==> src/rtl/alu_pkg.sv <==
// Shared types for the pipelined ALU: opcode encoding, flag bit positions and FSM states.
package alu_pkg;

    typedef enum logic [3:0] {
        OpAdd  = 4'd0,
        OpSub  = 4'd1,
        OpAnd  = 4'd2,
        OpOr   = 4'd3,
        OpSltu = 4'd4,
        OpXor  = 4'd5,
        OpShl  = 4'd6,
        OpShr  = 4'd7,
        OpMul  = 4'd8,
        OpSra  = 4'd9,
        OpSlt  = 4'd10,
        OpRol  = 4'd11
    } alu_op_e;

    localparam int FLAG_Z = 0;
    localparam int FLAG_N = 1;
    localparam int FLAG_C = 2;
    localparam int FLAG_V = 3;

    typedef enum logic {
        IDLE = 1'b0,
        MUL  = 1'b1
    } alu_state_e;

endpackage

==> src/rtl/alu_mul_iter.sv <==
// Iterative shift-add multiplier: one partial product per cycle, done after WIDTH iterations.
module alu_mul_iter #(
    parameter int unsigned WIDTH = 8
) (
    input  logic                 clk,
    input  logic                 rst_n,
    input  logic                 start,
    input  logic [WIDTH-1:0]     a,
    input  logic [WIDTH-1:0]     b,
    output logic                 done,
    output logic [2*WIDTH-1:0]   product
);

    localparam int unsigned CW = $clog2(WIDTH) + 1;

    logic [2*WIDTH-1:0] mcand;
    logic [2*WIDTH-1:0] prod;
    logic [WIDTH-1:0]   mplier;
    logic [CW-1:0]      cnt;
    logic               active;

    assign done    = active && (cnt == CW'(WIDTH));
    assign product = prod;

    always_ff @(posedge clk or negedge rst_n) begin
        if (!rst_n) begin
            mcand  <= '0;
            prod   <= '0;
            mplier <= '0;
            cnt    <= '0;
            active <= 1'b0;
        end else if (start) begin
            mcand  <= {{WIDTH{1'b0}}, a};
            mplier <= b;
            prod   <= '0;
            cnt    <= '0;
            active <= 1'b1;
        end else if (done) begin
            // The top consumes the product on this same edge.
            active <= 1'b0;
        end else if (active) begin
            if (mplier[0]) begin
                prod <= prod + mcand;
            end
            mcand  <= mcand << 1;
            mplier <= mplier >> 1;
            cnt    <= cnt + CW'(1);
        end
    end

endmodule

==> src/rtl/alu_pipe.sv <==
// Registered ALU with valid/ready handshakes, {V,C,N,Z} flags and an optional iterative MUL.
module alu_pipe
    import alu_pkg::*;
#(
    parameter int unsigned WIDTH  = 8,
    parameter bit          MUL_EN = 1'b1
) (
    input  logic             clk,
    input  logic             rst_n,
    input  logic             in_valid,
    output logic             in_ready,
    input  logic [3:0]       op,
    input  logic [WIDTH-1:0] a,
    input  logic [WIDTH-1:0] b,
    output logic             out_valid,
    input  logic             out_ready,
    output logic [WIDTH-1:0] result,
    output logic [3:0]       flags,
    output logic             busy
);

    localparam int unsigned SHW = $clog2(WIDTH);

    alu_state_e state;

    logic                   accept, is_mul, mul_start, mul_done, load_alu;
    logic [2*WIDTH-1:0]     mul_prod;
    logic [WIDTH-1:0]       alu_res, rol_res, diff;
    logic                   alu_c, alu_v;
    logic [WIDTH:0]         sum, shl_ext, shr_ext;
    logic signed [WIDTH:0]  sra_ext;
    logic [SHW-1:0]         sh, rot;
    logic [3:0]             alu_flags, mul_flags;

    assign in_ready  = (state == IDLE) && (!out_valid || out_ready);
    assign accept    = in_valid && in_ready;
    assign is_mul    = (op == OpMul) && MUL_EN;
    assign mul_start = accept && is_mul;
    assign load_alu  = accept && !is_mul;

    assign sh  = b[SHW-1:0];
    assign rot = SHW'(32'(sh) % WIDTH);

    // Shifts carry one guard bit so the last bit shifted out lands at a fixed position.
    always_comb begin
        sum     = {1'b0, a} + {1'b0, b};
        diff    = a - b;
        shl_ext = {1'b0, a} << sh;
        shr_ext = {a, 1'b0} >> sh;
        sra_ext = $signed({a, 1'b0}) >>> sh;
        rol_res = (a << rot) | (a >> (WIDTH - 32'(rot)));
        alu_res = '0;
        alu_c   = 1'b0;
        alu_v   = 1'b0;
        case (op)
            OpAdd: begin
                alu_res = sum[WIDTH-1:0];
                alu_c   = sum[WIDTH];
                alu_v   = (a[WIDTH-1] == b[WIDTH-1]) && (sum[WIDTH-1] != a[WIDTH-1]);
            end
            OpSub: begin
                alu_res = diff;
                alu_c   = a < b;
                alu_v   = (a[WIDTH-1] != b[WIDTH-1]) && (diff[WIDTH-1] != a[WIDTH-1]);
            end
            OpAnd:  alu_res = a & b;
            OpOr:   alu_res = a | b;
            OpXor:  alu_res = a ^ b;
            OpSltu: alu_res = {{(WIDTH-1){1'b0}}, a < b};
            OpSlt:  alu_res = {{(WIDTH-1){1'b0}}, $signed(a) < $signed(b)};
            OpShl: begin
                alu_res = shl_ext[WIDTH-1:0];
                alu_c   = shl_ext[WIDTH];
            end
            OpShr: begin
                alu_res = shr_ext[WIDTH:1];
                alu_c   = shr_ext[0];
            end
            OpSra: begin
                alu_res = sra_ext[WIDTH:1];
                alu_c   = sra_ext[0];
            end
            OpRol:  alu_res = rol_res;
            default: ;
        endcase
    end

    always_comb begin
        alu_flags         = '0;
        alu_flags[FLAG_Z] = (alu_res == '0);
        alu_flags[FLAG_N] = alu_res[WIDTH-1];
        alu_flags[FLAG_C] = alu_c;
        alu_flags[FLAG_V] = alu_v;
        mul_flags         = '0;
        mul_flags[FLAG_Z] = (mul_prod[WIDTH-1:0] == '0);
        mul_flags[FLAG_N] = mul_prod[WIDTH-1];
        mul_flags[FLAG_C] = |mul_prod[2*WIDTH-1:WIDTH];
    end

    if (MUL_EN) begin : g_mul
        alu_mul_iter #(
            .WIDTH(WIDTH)
        ) u_mul (
            .clk    (clk),
            .rst_n  (rst_n),
            .start  (mul_start),
            .a      (a),
            .b      (b),
            .done   (mul_done),
            .product(mul_prod)
        );
    end else begin : g_no_mul
        assign mul_done = 1'b0;
        assign mul_prod = '0;
    end

    always_ff @(posedge clk or negedge rst_n) begin
        if (!rst_n) begin
            state     <= IDLE;
            busy      <= 1'b0;
            out_valid <= 1'b0;
            result    <= '0;
            flags     <= '0;
        end else begin
            case (state)
                IDLE: if (mul_start) begin
                    state <= MUL;
                    busy  <= 1'b1;
                end
                MUL: if (mul_done) begin
                    state <= IDLE;
                    busy  <= 1'b0;
                end
            endcase
            if (load_alu) begin
                result    <= alu_res;
                flags     <= alu_flags;
                out_valid <= 1'b1;
            end else if (state == MUL && mul_done) begin
                result    <= mul_prod[WIDTH-1:0];
                flags     <= mul_flags;
                out_valid <= 1'b1;
            end else if (out_ready) begin
                out_valid <= 1'b0;
            end
        end
    end

endmodule

==> config.mk <==
export PLATFORM = sky130hd
export DESIGN_NAME = alu_pipe
export DESIGN_NICKNAME = d
export VERILOG_FILES = /design/src/rtl/alu_pkg.sv /design/src/rtl/alu_mul_iter.sv /design/src/rtl/alu_pipe.sv
export SDC_FILE = /design/constraint.sdc
export NUM_CORES = 1
export LEC_CHECK = 0
export CAP_MARGIN = 5
export CORE_UTILIZATION = 55
export DETAILED_ROUTE_END_ITERATION = 8
export PLACE_DENSITY = 0.75
export SYNTH_ARGS = -nofsm -noshare
export SYNTH_HDL_FRONTEND = slang
export SYNTH_SLANG_ARGS = --single-unit
==> constraint.sdc <==
create_clock -name clk -period 6.05 [get_ports clk]
set_input_delay 1.815 -clock clk [delete_from_list [all_inputs] [get_ports clk]]
set_output_delay 1.815 -clock clk [all_outputs]
set_load 0.005 [all_outputs]
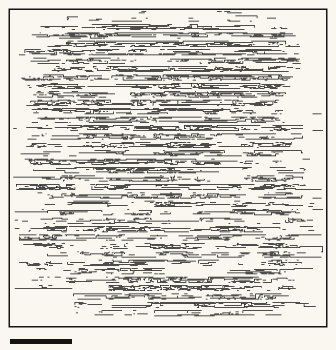
(images/m1.png)
The bar under the picture is 20 um long.
The longest straight run is 57.0 um. The layer carries 7010 um of wire.

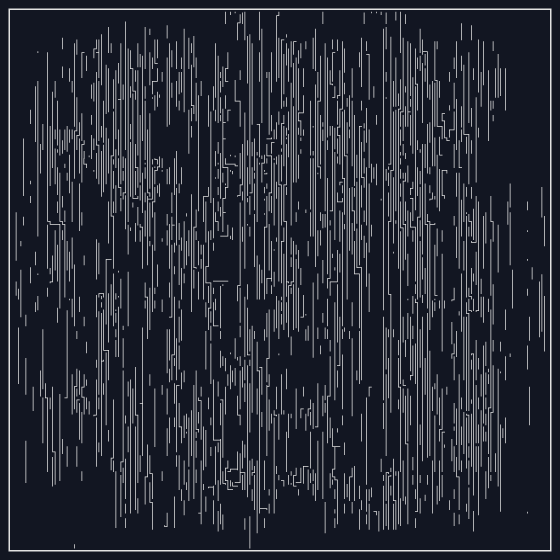
(images/m2.png)
624 nets have wire on it. The wires run mostly vertical.

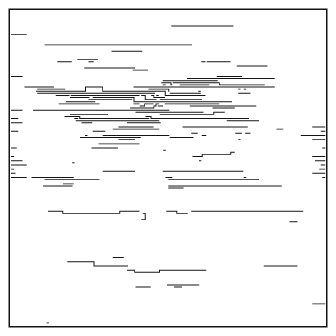
(images/m3.png)
The wires run mostly horizontal. The layer carries 1350 um of wire. 99 nets have wire on it.

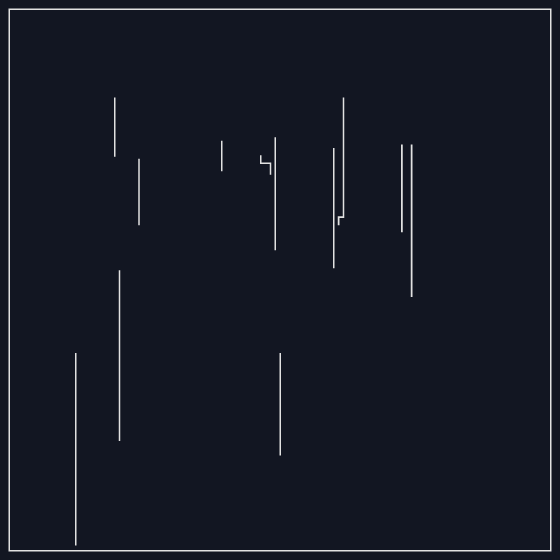
(images/m4.png)
The longest straight run is 36.0 um. The layer carries 234 um of wire. The layer holds 1.5% of the routed length.

layout by cell type (no fill, tap or decap), drive strengths merged, types with 18 or more instances in the layout:
master	Yosys	final
a21oi	68	68
nand3	18	18
o21ai	42	42
clkdlybuf4s50	0	37
nand2	110	110
ha	44	44
nor2	40	40
inv	36	36
dfrtp	59	59
mux2i	24	24
sequential cells by signal, summed over array words and instances, names as in the netlist:
name                 cells
busy                     1
flags                    4
g_mul.u_mul.active       1
g_mul.u_mul.cnt          4
g_mul.u_mul.mcand       16
g_mul.u_mul.mplier       8
g_mul.u_mul.product     16
out_valid                1
result                   7
state                    1
report_power, final:
group / internal [W] / switching (W)
Clock: 0.000284 / 0.000158
Sequential: 0.000550 / 0.000142
Combinational: 0.000429 / 0.000495
==> impl_metrics.json <==
{
  "syn-instance-count": 677,
  "critPathMaxStageDelay_ns": 0.56,
  "cts_inserted_buffers": 9,
  "rsz0062_at_grt": "no",
  "power_w": 0.00206,
  "arrival_ns": 3.14,
  "nClkBuffers": 11,
  "comb_cells": 543,
  "status": "completed",
  "post-place-ws_ns": 0.921,
  "final_area_um2": 6130,
  "yosysWarnings": 0,
  "grt_util_met2": 0.478,
  "maxCapViolations": 0,
  "common_cells": "108 x nand2_1, 65 x a21oi_1, 59 x dfrtp_1, 44 x ha_1, 39 x nor2_1",
  "compound_area_frac": 0.252,
  "highest_layer": "met4",
  "bufAreaShareNonClock": 0.0735,
  "cellPowerDensity_nw_per_um2": 335,
  "end_kind": "primary output",
  "chipHeight_um": 102,
  "ys_cells": 677,
  "clkCellAreaFrac": 0.0394,
  "relSlewSlack": 0.347,
  "n_tap_cell": 133,
  "setup_viol": 0,
  "die_area_um2": 10400,
  "portBuffers": 38,
  "critPathBufInv": 3,
  "fillCellCount": 890,
  "required_ns": 4.24,
  "dr.first_iter.drc_count": 427,
  "grtUsageMet3": 0.0657,
  "critical_path_class": "in -> out",
  "p_leak_nw": 2.67,
  "dp_hpwl_um": 11700,
  "core_area_um2": 9730,
  "place_area_um2": 5890,
  "reg2regPathDepth": 9,
  "avgSynthCellArea_um2": 8.13,
  "io_pins": 39,
  "fin_cells": 835,
  "nNonClkBuffers": 48,
  "postCtsSetupBuffers": 0,
  "clock.fmax_mhz": 202,
  "yosys.area.top_type_share": 0.268,
  "dr_wl_met2_um": 6970,
  "met1_length_um": 7010,
  "dp_cells": 819,
  "clk_path_buf_depth": 2,
  "top_area_cell_class": "logic gates",
  "topCellsByArea": "dfrtp_1 27%, ha_1 10%, nand2_1 7.4%",
  "netlist_area_um2": 5510,
  "adder_share": 0.111,
  "initial_utilization": 0.566,
  "cp_max_fo": 3,
  "clk_latency_ns": 0.35,
  "reg2reg_slack_ns": 3.31,
  "hold_depth": 2,
  "edf_count": 0,
  "viasPerCell": 6.29,
  "h-tree-depth": 3,
  "ys_types": 81,
  "tightest_slew_ns": 0.980,
  "grtUsageMet1": 0.458,
  "seq_share": 0.241,
  "hold_viol": 0,
  "drive_above_1_share": 0.0840,
  "hold_slack_ns": 0.495,
  "critPathLaunch": "out_ready",
  "async_flop_share": 1.00,
  "simple_gate_area_frac": 0.207,
  "final.setup.tns_ns": 0,
  "seq_cells": 59,
  "drc_errors": 0,
  "floorplan.nets": 748,
  "dr.pass1.iters": 5,
  "numSynthFlops": 59,
  "vias": 5252,
  "cts_root_buf": "clkbuf_8",
  "die_w_um": 102,
  "critPathSlowestCell": "clkdlybuf4s50_1",
  "cp_num_cells": 4,
  "grt_pass1_vias": 4891
}
